$ cat src/rtl/alu_exec_unit.sv
// alu_exec_unit: decodes aluOp/funct3/funct7/opcode fields and runs one
// registered RV32I ALU or branch operation per handshake. Shifts execute on
// an iterative shifter that moves up to SHIFT_STEP bits per cycle.
// Ports:
//   clk, rst_n            clock, synchronous active-low reset
//   inValid / inReady     operation handshake (aluOp, f3, f7, op, srcA, srcB)
//   outValid / outReady   result handshake (result, zero, branchTaken)
module alu_exec_unit #(
  parameter int unsigned XLEN       = 32,
  parameter int unsigned SHIFT_STEP = 1
) (
  input  logic            clk,
  input  logic            rst_n,
  input  logic            inValid,
  output logic            inReady,
  input  logic [1:0]      aluOp,
  input  logic [2:0]      f3,
  input  logic            f7,
  input  logic            op,
  input  logic [XLEN-1:0] srcA,
  input  logic [XLEN-1:0] srcB,
  output logic            outValid,
  input  logic            outReady,
  output logic [XLEN-1:0] result,
  output logic            zero,
  output logic            branchTaken
);

  localparam int unsigned SHW = $clog2(XLEN);
  // One extra bit so SHIFT_STEP == XLEN still fits in the step compare
  localparam int unsigned CW  = SHW + 1;

  typedef enum logic [1:0] {IDLE, SHIFT, DONE} state_e;

  state_e            state_q, state_d;
  logic [XLEN-1:0]   result_q, result_d;
  logic              zero_q, zero_d;
  logic              branch_q, branch_d;
  logic              valid_q, valid_d;
  logic [SHW-1:0]    rem_q, rem_d;
  logic              left_q, left_d;
  logic              arith_q, arith_d;

  logic              accept;
  logic [XLEN-1:0]   dec_res;
  logic              dec_br;
  logic              dec_shift;
  logic [SHW-1:0]    shamt;
  logic [CW-1:0]     rem_w;
  logic [CW-1:0]     step;
  logic              last_step;
  logic [XLEN-1:0]   shifted;

  assign inReady = rst_n && ((state_q == IDLE) || (state_q == DONE && outReady));
  assign accept  = inValid && inReady;
  assign shamt   = srcB[SHW-1:0];

  // Field decode and single-cycle ALU / branch compare
  always_comb begin : decode
    logic [XLEN-1:0] sum;
    logic [XLEN-1:0] diff;
    logic            lt;
    logic            ltu;
    sum       = srcA + srcB;
    diff      = srcA - srcB;
    lt        = $signed(srcA) < $signed(srcB);
    ltu       = srcA < srcB;
    dec_res   = sum;
    dec_br    = 1'b0;
    dec_shift = 1'b0;
    case (aluOp)
      2'b00: dec_res = sum;
      2'b01: begin
        dec_res = diff;
        case (f3)
          3'b000:  dec_br = (srcA == srcB);
          3'b001:  dec_br = (srcA != srcB);
          3'b100:  dec_br = lt;
          3'b101:  dec_br = !lt;
          3'b110:  dec_br = ltu;
          3'b111:  dec_br = !ltu;
          default: dec_br = 1'b0;
        endcase
      end
      2'b10: begin
        case (f3)
          3'b000: dec_res = (f7 && op) ? diff : sum;
          // Shifts report srcA directly; only used when shamt is zero
          3'b001: begin dec_shift = 1'b1; dec_res = srcA; end
          3'b010: dec_res = XLEN'(lt);
          3'b011: dec_res = XLEN'(ltu);
          3'b100: dec_res = srcA ^ srcB;
          3'b101: begin dec_shift = 1'b1; dec_res = srcA; end
          3'b110: dec_res = srcA | srcB;
          3'b111: dec_res = srcA & srcB;
          default: dec_res = sum;
        endcase
      end
      default: dec_res = srcB;
    endcase
  end

  // One iteration of the shifter: min(SHIFT_STEP, remaining) positions
  always_comb begin : shift_step
    rem_w     = CW'(rem_q);
    step      = (rem_w > CW'(SHIFT_STEP)) ? CW'(SHIFT_STEP) : rem_w;
    last_step = (rem_w <= CW'(SHIFT_STEP));
    if (left_q)       shifted = result_q << step;
    else if (arith_q) shifted = $signed(result_q) >>> step;
    else              shifted = result_q >> step;
  end

  // Next-state and next-output logic
  always_comb begin : next_state
    state_d  = state_q;
    result_d = result_q;
    zero_d   = zero_q;
    branch_d = branch_q;
    rem_d    = rem_q;
    left_d   = left_q;
    arith_d  = arith_q;
    case (state_q)
      SHIFT: begin
        result_d = shifted;
        rem_d    = rem_q - SHW'(step);
        if (last_step) begin
          state_d = DONE;
          zero_d  = (shifted == '0);
        end
      end
      DONE: if (outReady) state_d = IDLE;
      default: ;
    endcase
    // A new operation overrides drain-to-IDLE in the same cycle
    if (accept) begin
      branch_d = dec_br;
      if (dec_shift && (shamt != '0)) begin
        state_d  = SHIFT;
        result_d = srcA;
        zero_d   = 1'b0;
        rem_d    = shamt;
        left_d   = (f3 == 3'b001);
        arith_d  = (f3 == 3'b101) && f7;
      end else begin
        state_d  = DONE;
        result_d = dec_res;
        zero_d   = (dec_res == '0);
      end
    end
    valid_d = (state_d == DONE);
  end

  // State and output registers
  always_ff @(posedge clk) begin : regs
    if (!rst_n) begin
      state_q  <= IDLE;
      result_q <= '0;
      zero_q   <= 1'b0;
      branch_q <= 1'b0;
      valid_q  <= 1'b0;
      rem_q    <= '0;
      left_q   <= 1'b0;
      arith_q  <= 1'b0;
    end else begin
      state_q  <= state_d;
      result_q <= result_d;
      zero_q   <= zero_d;
      branch_q <= branch_d;
      valid_q  <= valid_d;
      rem_q    <= rem_d;
      left_q   <= left_d;
      arith_q  <= arith_d;
    end
  end

  assign outValid    = valid_q;
  assign result      = result_q;
  assign zero        = zero_q;
  assign branchTaken = branch_q;

endmodule

$ cat config.mk
export PLATFORM = sky130hd
export DESIGN_NAME = alu_exec_unit
export DESIGN_NICKNAME = d
export VERILOG_FILES = /design/src/rtl/alu_exec_unit.sv
export SDC_FILE = /design/constraint.sdc
export NUM_CORES = 1
export LEC_CHECK = 0
export CAP_MARGIN = 20
export CORE_UTILIZATION = 40
export CTS_CLUSTER_SIZE = 40
export DETAILED_ROUTE_END_ITERATION = 6
export SLEW_MARGIN = 40
export SYNTH_ARGS = -nofsm -noshare
export SYNTH_HDL_FRONTEND = slang
export SYNTH_SLANG_ARGS = --single-unit
$ cat constraint.sdc
create_clock -name clk -period 3.7 [get_ports clk]
set_clock_uncertainty 0.1 [all_clocks]
set_input_delay 0.74 -clock clk [delete_from_list [all_inputs] [get_ports clk]]
set_output_delay 0.74 -clock clk [all_outputs]
set_load 0.02 [all_outputs]
==> results.json, run 1 <==
{
  "drtPass1Iterations": 6,
  "violations": "setup timing",
  "power_uw": 3810,
  "yosysWarnings": 0,
  "critPathMaxFanout": 11,
  "post_dp_cell_area_um2": 14900,
  "crit_type": "input pin to register",
  "placed_cells": 2330,
  "intPower_uw": 2110,
  "synth_cell_types": 95,
  "nClkBuffers": 6,
  "rr_worst_depth": 10,
  "warning_count": 94,
  "clk_share_pct": 0.863,
  "tapCellCount": 324,
  "cp.required_ns": 3.82,
  "syn_area_um2": 10100,
  "adder_share_pct": 12.7,
  "setup_viol": 6,
  "grt_pass1_vias": 14299,
  "top_cells_by_count": "nor2_1, a21oi_1, nand2_1",
  "nets": 2257,
  "seqPwrFrac_pct": 14.6,
  "ys_seq_share_pct": 8.70,
  "p_leak_uw": 0.00739,
  "coreArea_um2": 24600,
  "vias": 14855,
  "flops": 44,
  "reg2reg_from": "rem_q[2]",
  "synth_xor_xnor_area_share_pct": 3.20,
  "antenna_found_initial": 0,
  "outcome": "finished, violations left",
  "buffer_area_share_pct": 31.3,
  "syn_to_final_growth_pct": 70.4,
  "crit_path_frequent_cell": "buf_4",
  "cts_hold_buf": 0,
  "post-route-worst-setup-slack_ns": -0.142,
  "cpPeakStageDelay_ns": 0.51,
  "drv_slew": 0,
  "cts-root-buf": "clkbuf_16",
  "buffers_excl_clock": 667,
  "synthesis.nets": 1692,
  "whs_endpoint": "arith_q",
  "powerClk_uw": 450,
  "io_buffers": 110,
  "top_cell": "nor2_1",
  "logic_family": "AND-OR/OR-AND gates",
  "grt_first_pass_wirelength_um": 81700,
  "die_w_um": 161,
  "holdCritStartpoint": "arith_q",
  "numClockSinks": 44
}
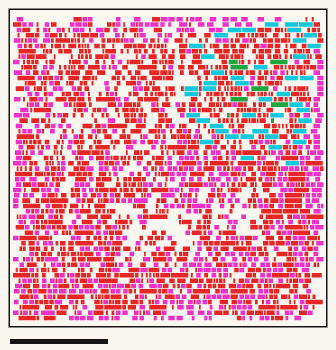
**Above:** run 1 (placed cells, one color a class).
The bar under the picture is 50 µm long.
class	color	cells	share of their area
registers	cyan	44	5.2%
remaining buffers and delay cells	magenta	667	32%
remaining logic cells	red	1362	62%
clock drivers and dummy loads	green	8	0.88%
final instance area: 17300 µm²
std cell rows: 57
post-layout util: 70.2%

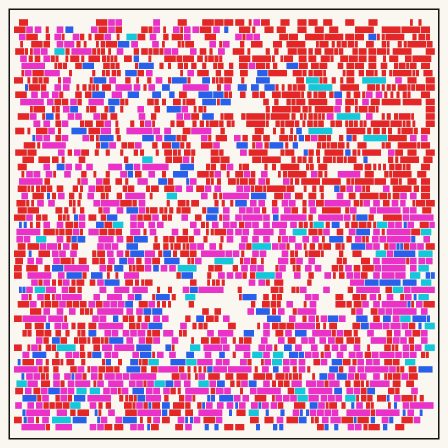
**Above:** run 1 (cells by drive strength).
size	color	cells	share
x6 and larger	cyan	51	2.5%
x3 and x4	magenta	630	30%
x2	blue	205	9.9%
x1 and smaller	red	1195	57%

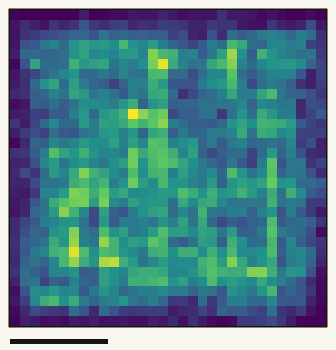
**Above:** run 1 (wire density map).
The bar under the picture is 50 µm long. 32 x 32 tiles, from dark purple (low) to yellow (high), scaled to the fullest tile. Values are wire area over tile area, all layers added.
mean over tiles	0.36
densest ninth of the die	center
tiles over half the peak	29%

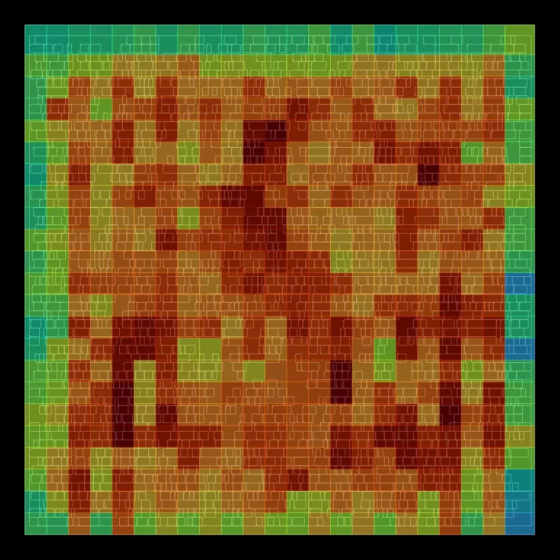
**Above:** run 1 (routing congestion).
grt met3 use: 4.70%
M2 GR Usage: 65.3%
gr usage total: 40.3%
WL/cell: 22.7 µm

**Run 1: wires at chosen ports, followed through buffers**

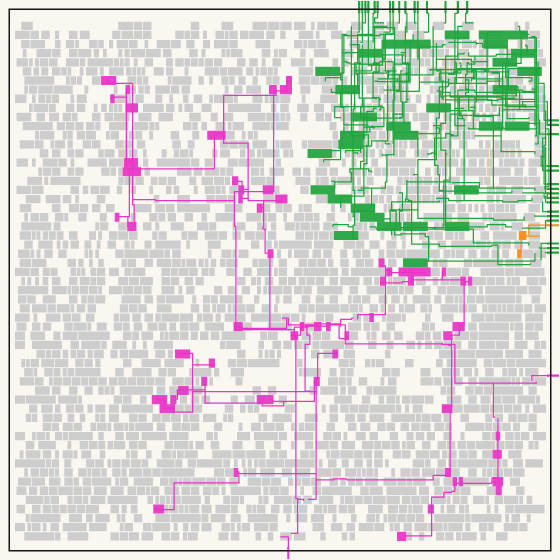

==> inputs of run 2 (changes only) <==
Settings changed: SLEW_MARGIN 40 to default.
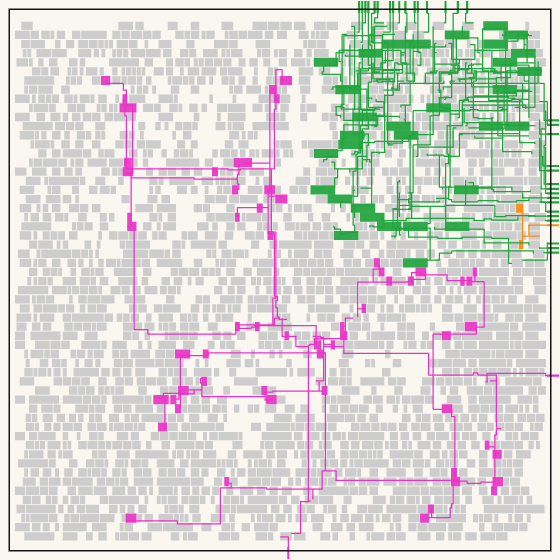
**Above:** run 2 (wires at chosen ports, followed through buffers).
port	color	bits	direction	edge	end cells	buffers	wire
result	green	32	output	16 top, 16 right	32	32	2520 µm
aluOp	magenta	2	input	1 right, 1 bottom	63	9	1210 µm
inValid	orange	1	input	right	2	1	26.0 µm

==> run 2 against run 1 <==
Effect of this change: the flow still finishes with violations (setup timing); clock-buffer cell count is 1 higher; combinational power is 1% lower; die size stayed put; global-route usage is 0.47 points higher; final cell count is 0.17% higher; register-to-register slack worse by 0.03 ns; clock power is 4% higher; critical endpoint unchanged; highest routed layer unchanged.
==> results.json, run 2 <==
{
  "outcome": "finished, violations left",
  "violations": "setup timing",
  "buffers_excl_clock": 672,
  "intPower_uw": 2100,
  "seqPwrFrac_pct": 14.7,
  "syn_area_um2": 10100,
  "warning_count": 94,
  "syn_to_final_growth_pct": 70.0,
  "cpPeakStageDelay_ns": 0.46,
  "die_w_um": 161,
  "top_cell": "nor2_1",
  "initialDrtViolationCount": 1599,
  "utilization_pct": 70.0,
  "buffer_area_share_pct": 32.0,
  "drv_slew": 0,
  "top_cells_by_count": "nor2_1, a21oi_1, nand2_1",
  "power_uw": 3780,
  "numClockSinks": 44,
  "crit_type": "input pin to register",
  "placed_cells": 2330,
  "synth_cell_types": 95,
  "holdCritStartpoint": "arith_q",
  "dr_wl_met3_um": 4780,
  "cts_hold_buf": 0,
  "cp.required_ns": 3.83,
  "clk_share_pct": 0.887,
  "post-route-worst-setup-slack_ns": -0.212,
  "drtPass1Iterations": 5,
  "tapCellCount": 324,
  "ys_seq_share_pct": 8.70,
  "clk_pin_slew_ns": 0.06,
  "largest_reg_flops": 32,
  "clockPowerShare_pct": 12.3,
  "p_sw_share_pct": 44.4,
  "critPathMaxFanout": 4,
  "grt_first_pass_wirelength_um": 82600,
  "highest_layer": "met4",
  "rr_worst_depth": 10,
  "whs_endpoint": "arith_q",
  "ff_type": "dfxtp_1",
  "dp_slack_ns": -1.26,
  "synthesis.nets": 1692,
  "fin_area_um2": 17200,
  "met3_usage_pct": 5.83,
  "fp-row-count": 57,
  "startpoint": "srcB[0]",
  "nClkBuffers": 7,
  "coreArea_um2": 24600,
  "setup_viol": 11,
  "nets": 2262,
  "reg2reg_from": "rem_q[2]",
  "grt.met2_usage_pct": 66.1,
  "adder_share_pct": 12.7,
  "antenna_found_initial": 0,
  "logic_family": "AND-OR/OR-AND gates",
  "p_leak_uw": 0.00743,
  "powerClk_uw": 466,
  "tightest_slew_ns": 1.20,
  "synth_xor_xnor_area_share_pct": 3.20,
  "cts-root-buf": "clkbuf_16",
  "io_buffers": 110,
  "setup_tns_ns": -0.945,
  "grt_pass1_vias": 14326,
  "cap_violations": 0,
  "yosysWarnings": 0
}
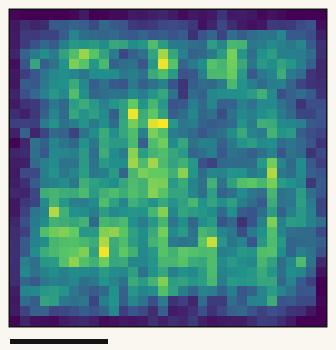
**Above:** run 2 (wire density map).
The bar under the picture is 50 µm long. 32 x 32 tiles, from dark purple (low) to yellow (high), scaled to the fullest tile. Values are wire area over tile area, all layers added.
mean over tiles	0.36
nearly empty tiles	2.0%
densest ninth of the die	center
gr usage total: 40.7%
WL/cell: 22.8 µm
Vias: 14948
WL final: 55000 µm

Power is estimated from default activity; no workload was simulated.
